--- src/rtl/cpu_axil_bridge_pkg.sv ---
// Shared encodings for the CPU-to-AXI4-Lite bridge: FSM states, AXI protection codes,
// the error word, and the registered request layout.
package cpu_axil_pkg;

  localparam logic [2:0] S_IDLE    = 3'd0;
  localparam logic [2:0] S_RD_ADDR = 3'd1;
  localparam logic [2:0] S_RD_DATA = 3'd2;
  localparam logic [2:0] S_WR_REQ  = 3'd3;
  localparam logic [2:0] S_WR_RESP = 3'd4;
  localparam logic [2:0] S_RESP    = 3'd5;
  localparam logic [2:0] S_DONE    = 3'd6;

  localparam logic [2:0]  PROT_DATA    = 3'b000;
  localparam logic [2:0]  PROT_INSTR   = 3'b100;
  localparam logic [31:0] BUS_ERR_WORD = 32'hDEADBEEF;

  typedef struct packed {
    logic [31:0] addr;
    logic [31:0] wdata;
    logic [3:0]  wstrb;
    logic        instr;
  } cpu_req_t;

endpackage

--- src/rtl/cpu_axil_bridge_if.sv ---
// AXI4-Lite bus between the bridge (master) and the memory controller (slave).
interface cpu_axil_bridge_if;
  logic        m_axi_awvalid, m_axi_awready;
  logic [31:0] m_axi_awaddr;
  logic [2:0]  m_axi_awprot;
  logic        m_axi_wvalid, m_axi_wready;
  logic [31:0] m_axi_wdata;
  logic [3:0]  m_axi_wstrb;
  logic        m_axi_bvalid, m_axi_bready;
  logic        m_axi_arvalid, m_axi_arready;
  logic [31:0] m_axi_araddr;
  logic [2:0]  m_axi_arprot;
  logic        m_axi_rvalid, m_axi_rready;
  logic [31:0] m_axi_rdata;

  modport master (
    output m_axi_awvalid, m_axi_awaddr, m_axi_awprot,
    input  m_axi_awready,
    output m_axi_wvalid, m_axi_wdata, m_axi_wstrb,
    input  m_axi_wready,
    input  m_axi_bvalid,
    output m_axi_bready,
    output m_axi_arvalid, m_axi_araddr, m_axi_arprot,
    input  m_axi_arready,
    input  m_axi_rvalid, m_axi_rdata,
    output m_axi_rready
  );

  modport slave (
    input  m_axi_awvalid, m_axi_awaddr, m_axi_awprot,
    output m_axi_awready,
    input  m_axi_wvalid, m_axi_wdata, m_axi_wstrb,
    output m_axi_wready,
    output m_axi_bvalid,
    input  m_axi_bready,
    input  m_axi_arvalid, m_axi_araddr, m_axi_arprot,
    output m_axi_arready,
    output m_axi_rvalid, m_axi_rdata,
    input  m_axi_rready
  );
endinterface

--- src/rtl/cpu_axil_bridge_timeout.sv ---
// Response watchdog: counts cycles while enabled; expired stays high from TIMEOUT_CYCLES-1 on
// so a handshake that wins the expiry edge still gets aborted in the following state.
module bus_timeout_counter #(
  parameter int TIMEOUT_CYCLES = 1024,
  parameter int TIMEOUT_W      = 11
) (
  input  logic CLK,
  input  logic RSTb,
  input  logic clear,
  input  logic enable,
  output logic expired
);
  logic [TIMEOUT_W-1:0] cnt;

  always_ff @(posedge CLK or negedge RSTb) begin
    if (!RSTb)       cnt <= '0;
    else if (clear)  cnt <= '0;
    else if (enable) cnt <= cnt + 1'b1;
  end

  assign expired = (cnt >= TIMEOUT_W'(TIMEOUT_CYCLES - 1));
endmodule

--- src/rtl/cpu_axil_bridge.sv ---
// CPU valid/ready port to AXI4-Lite master; one transaction in flight, bounded by a
// response timeout that completes the access with bus_error instead of hanging the CPU.
module cpu_axil_bridge
  import cpu_axil_pkg::*;
#(
  parameter int TIMEOUT_CYCLES = 1024,
  parameter int TIMEOUT_W      = 11
) (
  input  logic        CLK,
  input  logic        RSTb,
  input  logic        mem_valid,
  input  logic        mem_instr,
  input  logic [31:0] mem_addr,
  input  logic [31:0] mem_wdata,
  input  logic [3:0]  mem_wstrb,
  output logic        mem_ready,
  output logic [31:0] mem_rdata,
  output logic        bus_error,
  cpu_axil_bridge_if.master m_axi
);
  logic [2:0] state;
  cpu_req_t   req_q;
  logic       arvalid, awvalid, wvalid, rready, bready;
  logic       aw_done, w_done, aborted;
  logic       aw_hs, w_hs, expired, active;

  assign active = (state == S_RD_ADDR) || (state == S_RD_DATA) ||
                  (state == S_WR_REQ)  || (state == S_WR_RESP);
  assign aw_hs  = awvalid && m_axi.m_axi_awready;
  assign w_hs   = wvalid  && m_axi.m_axi_wready;

  bus_timeout_counter #(.TIMEOUT_CYCLES(TIMEOUT_CYCLES), .TIMEOUT_W(TIMEOUT_W)) u_tmo (
    .CLK     (CLK),
    .RSTb    (RSTb),
    .clear   ((state == S_IDLE) && mem_valid),
    .enable  (active),
    .expired (expired)
  );

  // Bus fields come only from the registered request, never straight from the CPU.
  assign m_axi.m_axi_araddr  = req_q.addr;
  assign m_axi.m_axi_arprot  = req_q.instr ? PROT_INSTR : PROT_DATA;
  assign m_axi.m_axi_arvalid = arvalid;
  assign m_axi.m_axi_rready  = rready;
  assign m_axi.m_axi_awaddr  = req_q.addr;
  assign m_axi.m_axi_awprot  = PROT_DATA;
  assign m_axi.m_axi_awvalid = awvalid;
  assign m_axi.m_axi_wdata   = req_q.wdata;
  assign m_axi.m_axi_wstrb   = req_q.wstrb;
  assign m_axi.m_axi_wvalid  = wvalid;
  assign m_axi.m_axi_bready  = bready;

  always_ff @(posedge CLK or negedge RSTb) begin
    if (!RSTb) begin
      state     <= S_IDLE;
      req_q     <= '0;
      arvalid   <= 1'b0;
      awvalid   <= 1'b0;
      wvalid    <= 1'b0;
      rready    <= 1'b0;
      bready    <= 1'b0;
      aw_done   <= 1'b0;
      w_done    <= 1'b0;
      aborted   <= 1'b0;
      mem_ready <= 1'b0;
      bus_error <= 1'b0;
      mem_rdata <= '0;
    end else begin
      case (state)
        S_IDLE: if (mem_valid) begin
          req_q   <= '{addr: mem_addr, wdata: mem_wdata, wstrb: mem_wstrb, instr: mem_instr};
          aw_done <= 1'b0;
          w_done  <= 1'b0;
          aborted <= 1'b0;
          if (mem_wstrb == 4'b0000) begin
            arvalid <= 1'b1;
            state   <= S_RD_ADDR;
          end else begin
            awvalid <= 1'b1;
            wvalid  <= 1'b1;
            state   <= S_WR_REQ;
          end
        end
        S_RD_ADDR: begin
          if (m_axi.m_axi_arready) begin
            arvalid <= 1'b0;
            rready  <= 1'b1;
            state   <= S_RD_DATA;
          end else if (expired) begin
            arvalid   <= 1'b0;
            mem_rdata <= BUS_ERR_WORD;
            aborted   <= 1'b1;
            state     <= S_RESP;
          end
        end
        S_RD_DATA: begin
          if (m_axi.m_axi_rvalid) begin
            mem_rdata <= m_axi.m_axi_rdata;
            rready    <= 1'b0;
            state     <= S_RESP;
          end else if (expired) begin
            rready    <= 1'b0;
            mem_rdata <= BUS_ERR_WORD;
            aborted   <= 1'b1;
            state     <= S_RESP;
          end
        end
        S_WR_REQ: begin
          if (aw_hs) begin awvalid <= 1'b0; aw_done <= 1'b1; end
          if (w_hs)  begin wvalid  <= 1'b0; w_done  <= 1'b1; end
          if ((aw_done || aw_hs) && (w_done || w_hs)) begin
            bready <= 1'b1;
            state  <= S_WR_RESP;
          end else if (expired) begin
            awvalid <= 1'b0;
            wvalid  <= 1'b0;
            aborted <= 1'b1;
            state   <= S_RESP;
          end
        end
        S_WR_RESP: begin
          if (m_axi.m_axi_bvalid) begin
            bready <= 1'b0;
            state  <= S_RESP;
          end else if (expired) begin
            bready  <= 1'b0;
            aborted <= 1'b1;
            state   <= S_RESP;
          end
        end
        S_RESP: begin
          mem_ready <= 1'b1;
          bus_error <= aborted;
          state     <= S_DONE;
        end
        S_DONE: begin
          // One dead cycle so the CPU's late mem_valid drop cannot start a second access.
          mem_ready <= 1'b0;
          bus_error <= 1'b0;
          state     <= S_IDLE;
        end
        default: state <= S_IDLE;
      endcase
    end
  end
endmodule

--- src/flat_wrapper.sv ---
// flat-port wrapper written by rule: the top's interface ports become plain ports
module cpu_axil_bridge_flat import cpu_axil_pkg::*;
#(
  parameter int TIMEOUT_CYCLES = 1024,
  parameter int TIMEOUT_W      = 11
)
  (CLK, RSTb, mem_valid, mem_instr, mem_addr, mem_wdata, mem_wstrb, mem_ready, mem_rdata, bus_error, m_axi_m_axi_awvalid, m_axi_m_axi_awaddr, m_axi_m_axi_awprot, m_axi_m_axi_awready, m_axi_m_axi_wvalid, m_axi_m_axi_wdata, m_axi_m_axi_wstrb, m_axi_m_axi_wready, m_axi_m_axi_bvalid, m_axi_m_axi_bready, m_axi_m_axi_arvalid, m_axi_m_axi_araddr, m_axi_m_axi_arprot, m_axi_m_axi_arready, m_axi_m_axi_rvalid, m_axi_m_axi_rdata, m_axi_m_axi_rready);
  cpu_axil_bridge_if m_axi_i ();
  input  logic CLK;
  input  logic RSTb;
  input  logic mem_valid;
  input  logic mem_instr;
  input  logic [31:0] mem_addr;
  input  logic [31:0] mem_wdata;
  input  logic [3:0] mem_wstrb;
  output logic mem_ready;
  output logic [31:0] mem_rdata;
  output logic bus_error;
  output wire logic [$bits(m_axi_i.m_axi_awvalid)-1:0] m_axi_m_axi_awvalid;
  output wire logic [$bits(m_axi_i.m_axi_awaddr)-1:0] m_axi_m_axi_awaddr;
  output wire logic [$bits(m_axi_i.m_axi_awprot)-1:0] m_axi_m_axi_awprot;
  input wire logic [$bits(m_axi_i.m_axi_awready)-1:0] m_axi_m_axi_awready;
  output wire logic [$bits(m_axi_i.m_axi_wvalid)-1:0] m_axi_m_axi_wvalid;
  output wire logic [$bits(m_axi_i.m_axi_wdata)-1:0] m_axi_m_axi_wdata;
  output wire logic [$bits(m_axi_i.m_axi_wstrb)-1:0] m_axi_m_axi_wstrb;
  input wire logic [$bits(m_axi_i.m_axi_wready)-1:0] m_axi_m_axi_wready;
  input wire logic [$bits(m_axi_i.m_axi_bvalid)-1:0] m_axi_m_axi_bvalid;
  output wire logic [$bits(m_axi_i.m_axi_bready)-1:0] m_axi_m_axi_bready;
  output wire logic [$bits(m_axi_i.m_axi_arvalid)-1:0] m_axi_m_axi_arvalid;
  output wire logic [$bits(m_axi_i.m_axi_araddr)-1:0] m_axi_m_axi_araddr;
  output wire logic [$bits(m_axi_i.m_axi_arprot)-1:0] m_axi_m_axi_arprot;
  input wire logic [$bits(m_axi_i.m_axi_arready)-1:0] m_axi_m_axi_arready;
  input wire logic [$bits(m_axi_i.m_axi_rvalid)-1:0] m_axi_m_axi_rvalid;
  input wire logic [$bits(m_axi_i.m_axi_rdata)-1:0] m_axi_m_axi_rdata;
  output wire logic [$bits(m_axi_i.m_axi_rready)-1:0] m_axi_m_axi_rready;
  assign m_axi_m_axi_awvalid = m_axi_i.m_axi_awvalid;
  assign m_axi_m_axi_awaddr = m_axi_i.m_axi_awaddr;
  assign m_axi_m_axi_awprot = m_axi_i.m_axi_awprot;
  assign m_axi_i.m_axi_awready = m_axi_m_axi_awready;
  assign m_axi_m_axi_wvalid = m_axi_i.m_axi_wvalid;
  assign m_axi_m_axi_wdata = m_axi_i.m_axi_wdata;
  assign m_axi_m_axi_wstrb = m_axi_i.m_axi_wstrb;
  assign m_axi_i.m_axi_wready = m_axi_m_axi_wready;
  assign m_axi_i.m_axi_bvalid = m_axi_m_axi_bvalid;
  assign m_axi_m_axi_bready = m_axi_i.m_axi_bready;
  assign m_axi_m_axi_arvalid = m_axi_i.m_axi_arvalid;
  assign m_axi_m_axi_araddr = m_axi_i.m_axi_araddr;
  assign m_axi_m_axi_arprot = m_axi_i.m_axi_arprot;
  assign m_axi_i.m_axi_arready = m_axi_m_axi_arready;
  assign m_axi_i.m_axi_rvalid = m_axi_m_axi_rvalid;
  assign m_axi_i.m_axi_rdata = m_axi_m_axi_rdata;
  assign m_axi_m_axi_rready = m_axi_i.m_axi_rready;
  cpu_axil_bridge #(.TIMEOUT_CYCLES(TIMEOUT_CYCLES), .TIMEOUT_W(TIMEOUT_W)) u_core (.CLK(CLK), .RSTb(RSTb), .mem_valid(mem_valid), .mem_instr(mem_instr), .mem_addr(mem_addr), .mem_wdata(mem_wdata), .mem_wstrb(mem_wstrb), .mem_ready(mem_ready), .mem_rdata(mem_rdata), .bus_error(bus_error), .m_axi(m_axi_i));
endmodule
--- config.mk ---
export PLATFORM = sky130hd
export DESIGN_NAME = cpu_axil_bridge_flat
export DESIGN_NICKNAME = d
export VERILOG_FILES = /design/src/rtl/cpu_axil_bridge_pkg.sv /design/src/rtl/cpu_axil_bridge_if.sv /design/src/rtl/cpu_axil_bridge_timeout.sv /design/src/rtl/cpu_axil_bridge.sv /design/src/flat_wrapper.sv
export SDC_FILE = /design/constraint.sdc
export NUM_CORES = 1
export LEC_CHECK = 0
export ABC_CLOCK_PERIOD_IN_PS = 5700
export CAP_MARGIN = 25
export CELL_PAD_IN_SITES_DETAIL_PLACEMENT = 0
export CELL_PAD_IN_SITES_GLOBAL_PLACEMENT = 1
export CORE_MARGIN = 3
export CORE_UTILIZATION = 32
export DETAILED_ROUTE_END_ITERATION = 10
export PLACE_DENSITY_LB_ADDON = 0.1
export SLEW_MARGIN = 40
export SYNTH_ARGS = -nofsm -noshare
export SYNTH_HDL_FRONTEND = slang
export SYNTH_HIERARCHICAL = 1
export SYNTH_SLANG_ARGS = --single-unit
--- constraint.sdc ---
create_clock -name CLK -period 5.7 [get_ports CLK]
set_input_delay 1.14 -clock CLK [delete_from_list [all_inputs] [get_ports CLK]]
set_output_delay 1.14 -clock CLK [all_outputs]
set_load 0.03 [all_outputs]
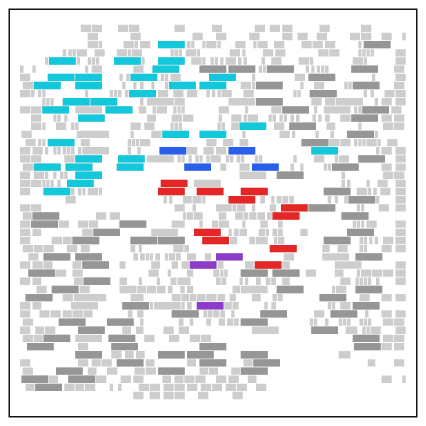
*Where the registers sit, run 1*
Drawn at 3 px/µm. Other sequential cells in the stronger grey, the rest of the logic in the fainter grey.
legend:
  purple:
    name_in_the_netlist: u_core/state
    placed_flops: 3
  blue:
    name_in_the_netlist: u_core/m_axi.m_axi_wstrb
    placed_flops: 4
  cyan:
    name_in_the_netlist: u_core/m_axi.m_axi_wdata
    placed_flops: 32
  red:
    name_in_the_netlist: u_core/u_tmo/cnt
    placed_flops: 11
    where: middle
power in sequential cells: 1.59 mW
share of cell area taken by flip-flops and latches: 37.5%
area used by sequential logic in the layout: 3130 µm²
share of the core filled with cells in the final layout: 51.7%

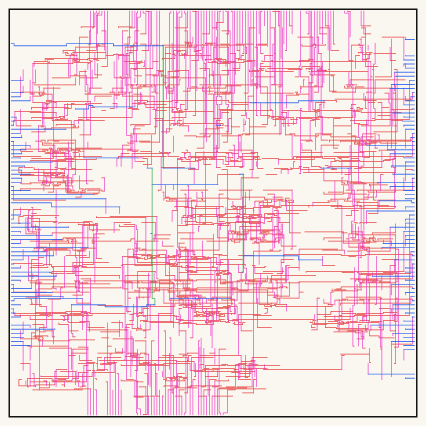
*Signal wires by layer, run 1*
Drawn at 3 px/µm.
legend:
  magenta:
    layer: M2
    wire_length: 7170 µm
  red:
    layer: M1
    wire_length: 6600 µm
  blue:
    layer: M3
    wire_length: 1070 µm
  green:
    layer: M4
    wire_length: 120 µm
wire length per cell after detailed routing: 15.1 µm
Overall Global Routing Usage: 16.2%
Via Count: 4491
final WL: 15.0 mm

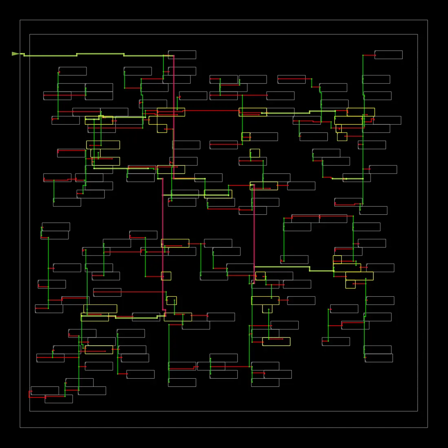
*The clock network, run 1*
clock latency on the worst-skew pair: 0.41 ns
number of sinks driven by the clock tree: 125
number of sequential cells in the layout: 125
total of clock buffers placed in the layout: 17
number of buffers inserted during clock tree synthesis: 17

==> impl_metrics.toml, run 1 <==
# physical design summary
[worst_setup_path]
slowest_delay_ns = 0.59
worst_r2r_startpoint = "u_core/state[2]"
critical_path_buf_inv_count = 3
worstPathArrival_ns = 3.42
crit_required_ns = 5.99
cp_endpoint = "u_core/u_tmo/cnt[9]"
crit_chain = "clkdlybuf4s50_1 -> nand3_2 -> buf_4 -> inv_2 -> o211ai_1 -> nor4_1 -> mux2_1"
reg2reg_depth = 7
critical_path.endpoint_type = "flip-flop"

[power]
p_comb_share_pct = 51.0
p_comb_mw = 2.76
worst_ir_drop_vdd_v = 0.000292
power.switching_fraction_pct = 43.4
seq_power_share_pct = 29.4
p_switching_mw = 2.35

[floorplan]
fp_util_pct = 33.2
die_w_um = 135
die_area_um2 = 18300
top_level_i_o_count = 254

[clock_tree]
cts.htree.levels = 4

[worst_hold_path]
hold_path_start = "u_core/m_axi.m_axi_wstrb[2]"

[synth]
synth.logic.top_family = "simple AND/OR/NAND/NOR gates"
synth.top_cells.by_area = "sky130_fd_sc_hd__dfrtp_1 (58%), sky130_fd_sc_hd__nand2_1 (15%), sky130_fd_sc_hd__buf_4 (5.3%)"
synth.mux.area_fraction_pct = 0.397
synthCells = 551
yosysChipArea_um2 = 5350
ys_sh_adder_pct = 0.234
synth.yosys.num_cells = 551
post_synthesis_cell_area_um2 = 5350
synth_compound_gate_area_share_pct = 11.8
post_synth_xor_area_fraction_pct = 0.818
synth-seq-area-share_pct = 58.5
yosys.area.top_type_share_pct = 58.5

[sta]
report.final.hold_viol_count = 0
maxSlewViolCount = 0
slew_headroom_pct = 45.7
clock-skew-final_ns = 0.00994
timing.fmax_mhz = 319
setup_ws_ns = 2.56

[finish]
clock_cell_area_share_pct = 7.10
antenna_cells = 0
fillerInstances = 1440
area_growth_syn_to_layout_pct = 55.7
layout_top_cell_excl_fill_tap = "sky130_fd_sc_hd__clkdlybuf4s50_1"
instances_no_fill = 991
non_clock_inverter_count = 5
comb_area_share_pct = 21.7
comb.multi_input.count = 361

[routing]
met3_wirelength_mm = 1.07
routed-wl-met2_mm = 7.17

[placed_design]
dpl.hpwl_mm = 10.7
port_buffers = 248
dp_cells = 959
place_ws_ns = 2.09

[global_route]
met3_usage_pct = 5.57
maximum_number_of_pins_on_one_net_before_global_route_repair = 75
grt_pass1_wl_mm = 23.4
grt.busiest_layer = "met2"

[run]
tool_warnings = 26

[outcome]
run_status = "finished, final reports clean"
### Cell area per tile, run 1

Drawn at 3 px/µm. 14 x 14 tiles, from white (low) to dark blue (high), 0 to 100% covered.
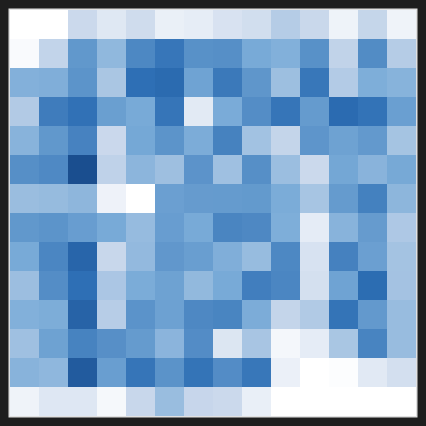

==> run 1 -> run 2 <==
ABC_CLOCK_PERIOD_IN_PS = 2600   (was 5700)
CORE_UTILIZATION = 27   (was 32)
clock period = 2.6 ns   (was 5.7 ns; I/O delays follow)
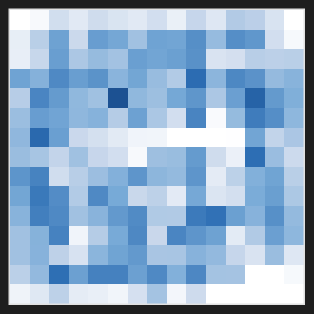
*Cell area per tile, run 2*
Drawn at 2 px/µm. 15 x 15 tiles, from white (low) to dark blue (high), 0 to 100% covered.
emptiest ninth of the die: bottom right
fullest tile: 87%
nearly empty tiles: 5.8%
tiles over 75% full: 2.2%
mean over tiles: 38%
core region area: 19100 µm²
Initial Util: 28.0%
share of the core filled with cells in the final layout: 44.3%

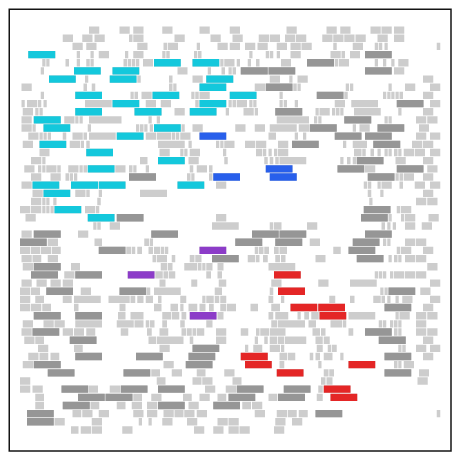
*Where the registers sit, run 2*
Drawn at 3 px/µm. Other sequential cells in the stronger grey, the rest of the logic in the fainter grey.
legend:
  purple:
    name_in_the_netlist: u_core/state
    placed_flops: 3
  red:
    name_in_the_netlist: u_core/u_tmo/cnt
    placed_flops: 11
  cyan:
    name_in_the_netlist: u_core/m_axi.m_axi_wdata
    placed_flops: 32
  blue:
    name_in_the_netlist: u_core/m_axi.m_axi_wstrb
    placed_flops: 4
not coloured: 75
share of cell area taken by flip-flops and latches: 37.0%
power in sequential cells: 3.39 mW

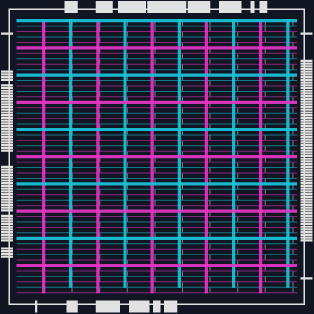
*Floorplan with the power grid, run 2*
Drawn at 2 px/µm. Pins as bars on the die edge. Tap cells in grey.
legend:
  magenta:
    net: VSS
  cyan:
    net: VDD
met4 straps: 10
tap cells: 260
rows: 50
met1 rails: 51
met5 straps: 10
Max VDD drop: 0.000825 V
die height: 147 µm
Die Width: 147 µm

==> impl_metrics.toml, run 2 <==
# physical design summary
[routing]
met3_wirelength_mm = 1.24
routed-wl-met2_mm = 7.71
met1_length_mm = 6.61
wirelength_mm = 15.8
wire_length_per_cell_after_detailed_routing_um = 15.1
num_vias = 4589

[floorplan]
die_area_um2 = 21500
top_level_i_o_count = 254

[power]
p_comb_share_pct = 52.2
int_pwr_mw = 6.82
power.switching_fraction_pct = 42.9
p_comb_mw = 6.23
seq_power_share_pct = 28.4
p_switching_mw = 5.12
p_leak_nw = 3.79

[synth]
synth.yosys.num_cells = 551
synth-seq-area-share_pct = 58.5
post_synth_xor_area_fraction_pct = 0.818
post_synth_edffs = 0
yosysChipArea_um2 = 5350
yosys.area.top_type_share_pct = 58.5
synth.top_cells.by_area = "sky130_fd_sc_hd__dfrtp_1 (58%), sky130_fd_sc_hd__nand2_1 (15%), sky130_fd_sc_hd__buf_4 (5.3%)"
synth_compound_gate_area_share_pct = 11.8
ys_sh_adder_pct = 0.234
synth-warning-count = 6
synth.logic.top_family = "simple AND/OR/NAND/NOR gates"
syn-mean-instance-area_um2 = 9.71
post_synthesis_cell_area_um2 = 5350
synth.mux.area_fraction_pct = 0.397

[finish]
final-seq-area_um2 = 3130
comb.multi_input.count = 361
mi_logic_area_um2 = 1800
clock_buffer_count = 20
comb_area_share_pct = 21.3
antenna_cells = 0
clock_cell_area_share_pct = 6.82
non_clock_inverter_count = 5
instances_no_fill = 1044
fillerInstances = 1806
layout_top_cell_excl_fill_tap = "sky130_fd_sc_hd__clkdlybuf4s50_1"
area_growth_syn_to_layout_pct = 57.9
layout.sequential_cells = 125

[sta]
clock-skew-final_ns = 0.00527
final_total_negative_setup_slack_ns = 0
timing.fmax_mhz = 486
setup_ws_ns = 0.542
maxSlewViolCount = 0
report.final.hold_viol_count = 0
slew_headroom_pct = 46.7

[worst_setup_path]
critical_path.endpoint_type = "flip-flop"
cp_endpoint = "u_core/m_axi.m_axi_wvalid"
reg2reg_depth = 5
crit_chain = "inv_1 -> nand3_2 -> buf_4 -> nor2_1 -> a21o_1"
worstPathArrival_ns = 2.35
critical_path_buf_inv_count = 2
crit_required_ns = 2.90
slowest_delay_ns = 0.62
worst_r2r_startpoint = "u_core/state[2]"

[clock_tree]
cts.htree.levels = 4
insertion_delay_ns = 0.41
postCtsHoldBufs = 0
cts_made_buffers = 17
cts.sink_count = 125

[outcome]
run_status = "finished, final reports clean"

[placed_design]
port_buffers = 248
place_ws_ns = 0.286
dpl.hpwl_mm = 11.2
dp_cells = 1012

[global_route]
grt.busiest_layer = "met2"
grtUsageTotal_pct = 14.8
maximum_number_of_pins_on_one_net_before_global_route_repair = 82
grt_pass1_wl_mm = 25.4
met3_usage_pct = 5.27

[run]
tool_warnings = 26
Power is estimated from default activity; no workload was simulated.
